Figure 1. M1 wires (run 1).
Drawn at 6 px/um.
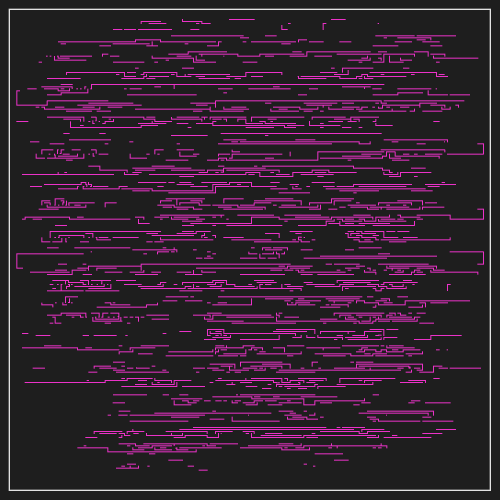
Figure 2. Track usage over the die (run 1).
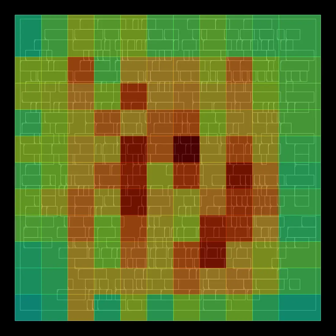
Figure 3. Zoomed window (run 1).
Window x 7 to 32, y 47 to 72 um. Cells in grey, sequential cells in the stronger grey; small squares are vias.
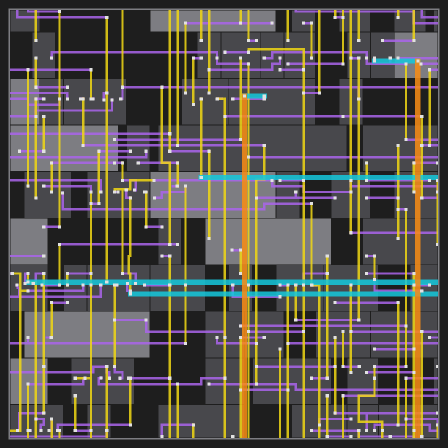
==> config.mk <==
export PLATFORM = sky130hd
export DESIGN_NAME = seq_squarer
export DESIGN_NICKNAME = d
export VERILOG_FILES = /design/src/rtl/seq_squarer.sv
export SDC_FILE = /design/constraint.sdc
export NUM_CORES = 1
export LEC_CHECK = 0
export ABC_CLOCK_PERIOD_IN_PS = 7900
export CORE_UTILIZATION = 54
export DETAILED_ROUTE_END_ITERATION = 12
export GPL_TIMING_DRIVEN = 0
export PLACE_DENSITY = 0.76
export SETUP_SLACK_MARGIN = 0.02
export SYNTH_ARGS = -nofsm -noshare
export SYNTH_HDL_FRONTEND = slang
export SYNTH_SLANG_ARGS = --single-unit
==> constraint.sdc <==
create_clock -name clk -period 7.9 [get_ports clk]
set_input_delay 1.58 -clock clk [delete_from_list [all_inputs] [get_ports clk]]
set_output_delay 1.58 -clock clk [all_outputs]
set_load 0.05 [all_outputs]
==> metrics.csv, run 1 <==
metric,value,unit
synth_cell_types,55,
top_area_cell,dfxtp_1,
top_cells_by_count,"dfxtp_1, nor2_1, nand2_1",
cts_max_level,3,
antenna-diode-count,0,
rr_worst_depth,10,
ys_top_logic_family,AND-OR/OR-AND gates,
n_fill_cell,515,
status,"complete, no violations",
path_clk_slew,0.09,ns
ys_cells,381,
path_cells,clkdlybuf4s50_1 > a21oi_1 > or2_2 > clkbuf_1 > clkbuf_1 > a22oi_1 > nor2_1,
ys.warnings.count,0,
cp-end-kind,register,
crit_family,buffers and inverters,
via_per_inst,6.07,
hold_violations,0,
tightest_slew,0.775,ns
drv_cap,0,
fin_ws,4.67,ns
muxShareOfSynthArea,0.687,%
die_x,79.9,um
edf_count,0,
hold_buffers,0,
rows,28,
ir_drop,0.186,mV
cp.arrival,3.51,ns
synth_adder_area_share,7.10,%
hold_ws,0.455,ns
setup_violations,0,
clock_path_buffers,2,
min_period,3.23,ns
drc,0,
powerDensity,186,mW/mm^2
overflow,0,
coreArea,0.00589,mm^2
dp.cells,486,
synthCells,381,
die_area,0.00639,mm^2
leakage,1.55,nW
timing.setup.tns,0,ns
fp_nets,411,
cp.depth,7,
cts_buffers,9,
criticalPathCategory,in2reg,
post_cts_resized,0,
io_pins,31,
die_height,79.9,um
async_flop_share,0,%
slowest_stage,clkbuf_1,
clk_latency,0.35,ns
grt_use_met3,5.14,%
warnings,26,
cp.buffers_inverters,3,
clock_skew,0.0156,ns
fin_crit_sh,40.9,%
synthFlopType,dfxtp_1,
areaGrowthSynthToFinish,18.9,%
maxSlewViolCount,0,
critPathMostFrequentCell,clkbuf_1,
reg2reg_slack,4.95,ns
Back to the opening pictures, Figure 1:
main direction: horizontal
share of all routed wire: 46%
wire length on this layer: 3750 um
DR vias: 3045
met1 Track Usage GR: 37.3%

Back to the opening pictures, Figure 2:
overall routing resource usage: 27.6%
WL/cell: 16.3 um
met2 usage: 42.2%
grt peak-use layer: met2

Back to the opening pictures, Figure 3:
legend:
  M2:
    colour: yellow
  M3:
    colour: cyan
  M1:
    colour: purple
  M4:
    colour: orange
cells with their middle in the window: 48
most frequent: nor2_1 (7), a222oi_1 (6), and2_1 (5)
sequential cells in the window: 4

-- run 1: area by class of cell --
type	count	area (um^2)	area share, %
Multi-Input combinational cell	285	1860	47.8
Timing Repair Buffer	30	300	7.70
Tap cell	75	93.8	2.41
Clock inverter	7	103	2.63
Inverter	5	18.8	0.481
Clock buffer	9	124	3.18
Sequential cell	64	1280	32.9
Buffer	27	115	2.95
-- run 1: report_power, final --
| group | leakage, nW | total (mW) | internal [mW] | switching [mW] |
|---|---|---|---|---|
| logic | 0.923 | 0.0631 | 0.0218 | 0.0413 |
| clock network | 0.110 | 0.324 | 0.181 | 0.143 |
| registers | 0.518 | 0.337 | 0.330 | 0.00631 |
| total | 1.55 | 0.724 | 0.533 | 0.191 |
-- run 1: per-stage QoR --
step	area, um^2	utilization [%]
after floorplan	3280	-
after global placement	3670	62.4
after detailed placement	3670	62.4
after CTS	3900	66.3
after global routing	3900	66.3
final	3900	66.3
-- run 1: metal layers --
metal  part of all wire [%]  wire, um
met1                     46      3750
met2                     46      3750
met3                    6.0       495
met4                    2.5       203
met5                      0         0
-- run 1: cells in the final DEF (no fill, tap or decap), types with 4 or more instances in the layout --
master | synthesis | final
a211oi_1 | 6 | 6
a21o_1 | 7 | 7
a21oi_1 | 24 | 24
a222oi_1 | 14 | 14
a22o_1 | 5 | 5
a22oi_1 | 17 | 17
and2_1 | 18 | 18
clkbuf_1 | 20 | 20
clkbuf_8 | 0 | 9
clkdlybuf4s50_1 | 0 | 30
dfxtp_1 | 64 | 64
ha_1 | 17 | 17
inv_1 | 5 | 5
nand2_1 | 31 | 31
nand3_1 | 17 | 17
nand4_1 | 7 | 7
nor2_1 | 49 | 49
o21ai_0 | 9 | 9
xnor2_1 | 8 | 8
xor2_1 | 4 | 4
==> run 2, diff against run 1 <==
- ABC_CLOCK_PERIOD_IN_PS: 7900 -> 3200
- clock period: 7.9 -> 3.2 ns (I/O delays scaled with it)
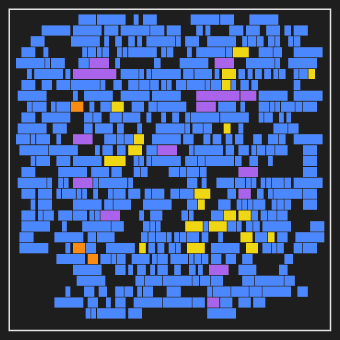
Figure 4: run 2, drive-strength map.
Drawn at 4 px/um.
legend:
  x6 and larger:
    colour: purple
    cells: 14
  x2:
    colour: yellow
    cells: 20
  x1 and smaller:
    colour: blue
    cells: 390
  x3 and x4:
    colour: orange
    cells: 3
bufs w/o clock: 57
Final WS setup: 0.245 ns
Area growth, synth to finish: 18.9%
Design Area, Final: 0.00390 mm^2

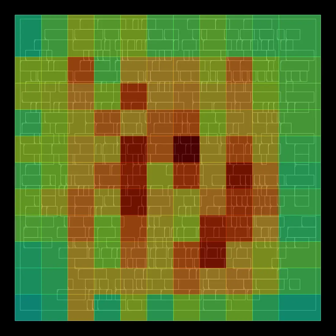
Figure 5: run 2, track usage over the die.
Core Util, Final: 66.3%
met3 global-route usage: 5.14%

==> run 2 against run 1 <==
Combinational power up 150%. Non-clock buffer count unchanged. Power up 150%. Setup slack worse by 4.4 ns. Clock-buffer cell count unchanged. Register-to-register slack worse by 4.7 ns. Global-route usage unchanged. Die area unchanged. Routed wire length unchanged. Clock skew unchanged. Core utilization unchanged. Clock power up 150%. Critical path type is now reg2reg. Critical endpoint is now r_acc[14]. Highest routed layer unchanged.
==> metrics.csv, run 2 <==
metric,value,unit
final_common_cell,dfxtp_1,
cp.buffers_inverters,1,
placement.io_buffers,30,
top_cells_by_count,"dfxtp_1, nor2_1, nand2_1",
ant_nets,0,
rows,28,
maxSlewViolCount,0,
fp_nets,411,
cts_buffers,9,
overflow,0,
ys_cells,381,
topCellsByArea,"dfxtp_1, ha_1, nor2_1, a222oi_1, a22oi_1",
wl,8200,um
required,3.45,ns
cp.depth,10,
hold-path-cell-count,2,
drv_cap,0,
die_x,79.9,um
cts_max_level,3,
tritoncts,built,
critPathLaunchType,register,
wire_per_inst,16.3,um
powerDensity,458,mW/mm^2
slowest_stage,a221oi_2,
crit_family,AND-OR/OR-AND gates,
min_period,2.95,ns
clk_latency,0.35,ns
fin_crit_sh,92.3,%
top_area_cell,dfxtp_1,
tightest_slew,0.775,ns
root_buffer,clkbuf_8,
clock_skew,0.0156,ns
ir_drop,0.460,mV
post-cts-setup-buffers,0,
async_flop_share,0,%
setup_violations,0,
synth_area_per_cell,8.61,um^2
cp-end-kind,register,
die_area,0.00639,mm^2
top_area_share,39.1,%
criticalPathCategory,reg2reg,
rr_worst_depth,10,
path_max_fanout,10,
post_cts_resized,0,
postSynthSeqShare,39.1,%
drtPass1Iterations,6,
drive_gt1_share,8.67,%
cts_sinks,64,
vias,3045,
clock_path_buffers,2,
hold_class,reg2reg,
cp.arrival,3.20,ns
rsz0062_at_grt,false,
grt_pass1_wl,13300,um
antenna_found_initial,0,
hold_violations,0,
grtUsageTotal,27.6,%
coreArea,0.00589,mm^2
io_pins,31,
edf_count,0,
dp_hpwl,5960,um
synthFlopType,dfxtp_1,
floorplan.core_util,55.7,%
timing.setup.tns,0,ns
path_cells,clkbuf_1 > and2_1 > ha_1 > fa_1 > a21o_2 > a221oi_2 > o211ai_2 > a31oi_2 > xnor2_1 > a22o_1,
warnings,26,
die_height,79.9,um
synth_cell_types,55,
antenna-diode-count,0,
grt_pass1_vias,2704,
synthCells,381,
reg2reg_slack,0.25,ns
via_per_inst,6.07,
lay_top_cells,"dfxtp_1, nor2_1, nand2_1",
netlist_area,0.00328,mm^2
maxSlewHeadroom,48.0,%
path_clk_slew,0.09,ns
drc,0,
hold_buffers,0,
leakage,1.55,nW
ys.warnings.count,0,
initialDrtViolationCount,270,
ys_seq_elements,64,
status,"complete, no violations",
==> run 2: cell counts in the layout (fill, tap and decap cells not counted) <==
Identical to the previous run, type by type.
==> run 2: cells by family (layout without fill, tap and decap cells) <==
kind of cell	count (synthesis)	in the layout	share of synthesized area [%]
AND/OR/NAND/NOR	144	144	21.1
AND-OR/OR-AND	109	109	24.7
flip-flops	64	64	39.1
buffers and inverters	32	78	4.08
adder cells (fa/ha/maj)	18	18	7.10
XOR/XNOR	12	12	3.20
multiplexers	2	2	0.687
==> run 2: report_power, final <==
group / total [mW] / switching (mW) / internal [mW]
Combinational: 0.156 / 0.102 / 0.0539
Clock: 0.799 / 0.353 / 0.446
Sequential: 0.831 / 0.0156 / 0.815
==> run 2: stage by stage <==
stage          instance area, um^2  cells  hold slack (ns)  total power, mW  util (%)
3_3_place_gp                  3670    486            0.442            0.999      62.4
3_5_place_dp                  3670    486            0.446             1.00      62.4
2_1_floorplan                 3280    381            0.444            0.943         -
4_1_cts                       3900    502            0.457             1.79      66.3
5_1_grt                       3900    502            0.476             1.85      66.3
6_report                      3900    502            0.455             1.79      66.3
==> run 2: layer usage <==
| metal | vias to the layer above | part of all wire (%) | GRT usage, % |
|---|---|---|---|
| met5 | - | 0 | 0 |
| met2 | 101 | 46 | 42.2 |
| met3 | 18 | 6.0 | 5.14 |
| met4 | 0 | 2.5 | 13.4 |
| li1 | 1500 | - | - |
| met1 | 1426 | 46 | 37.3 |
==> run 2: cell type report <==
class / instances / area, um^2
buffer: 27 / 115
fill: 515 / 1990
sequential: 64 / 1280
clock inverter: 7 / 103
clock buffer: 9 / 124
inverter: 5 / 18.8
timing repair buffer: 30 / 300
multi-input combinational: 285 / 1860
tap: 75 / 93.8
Power is estimated from default activity; no workload was simulated.
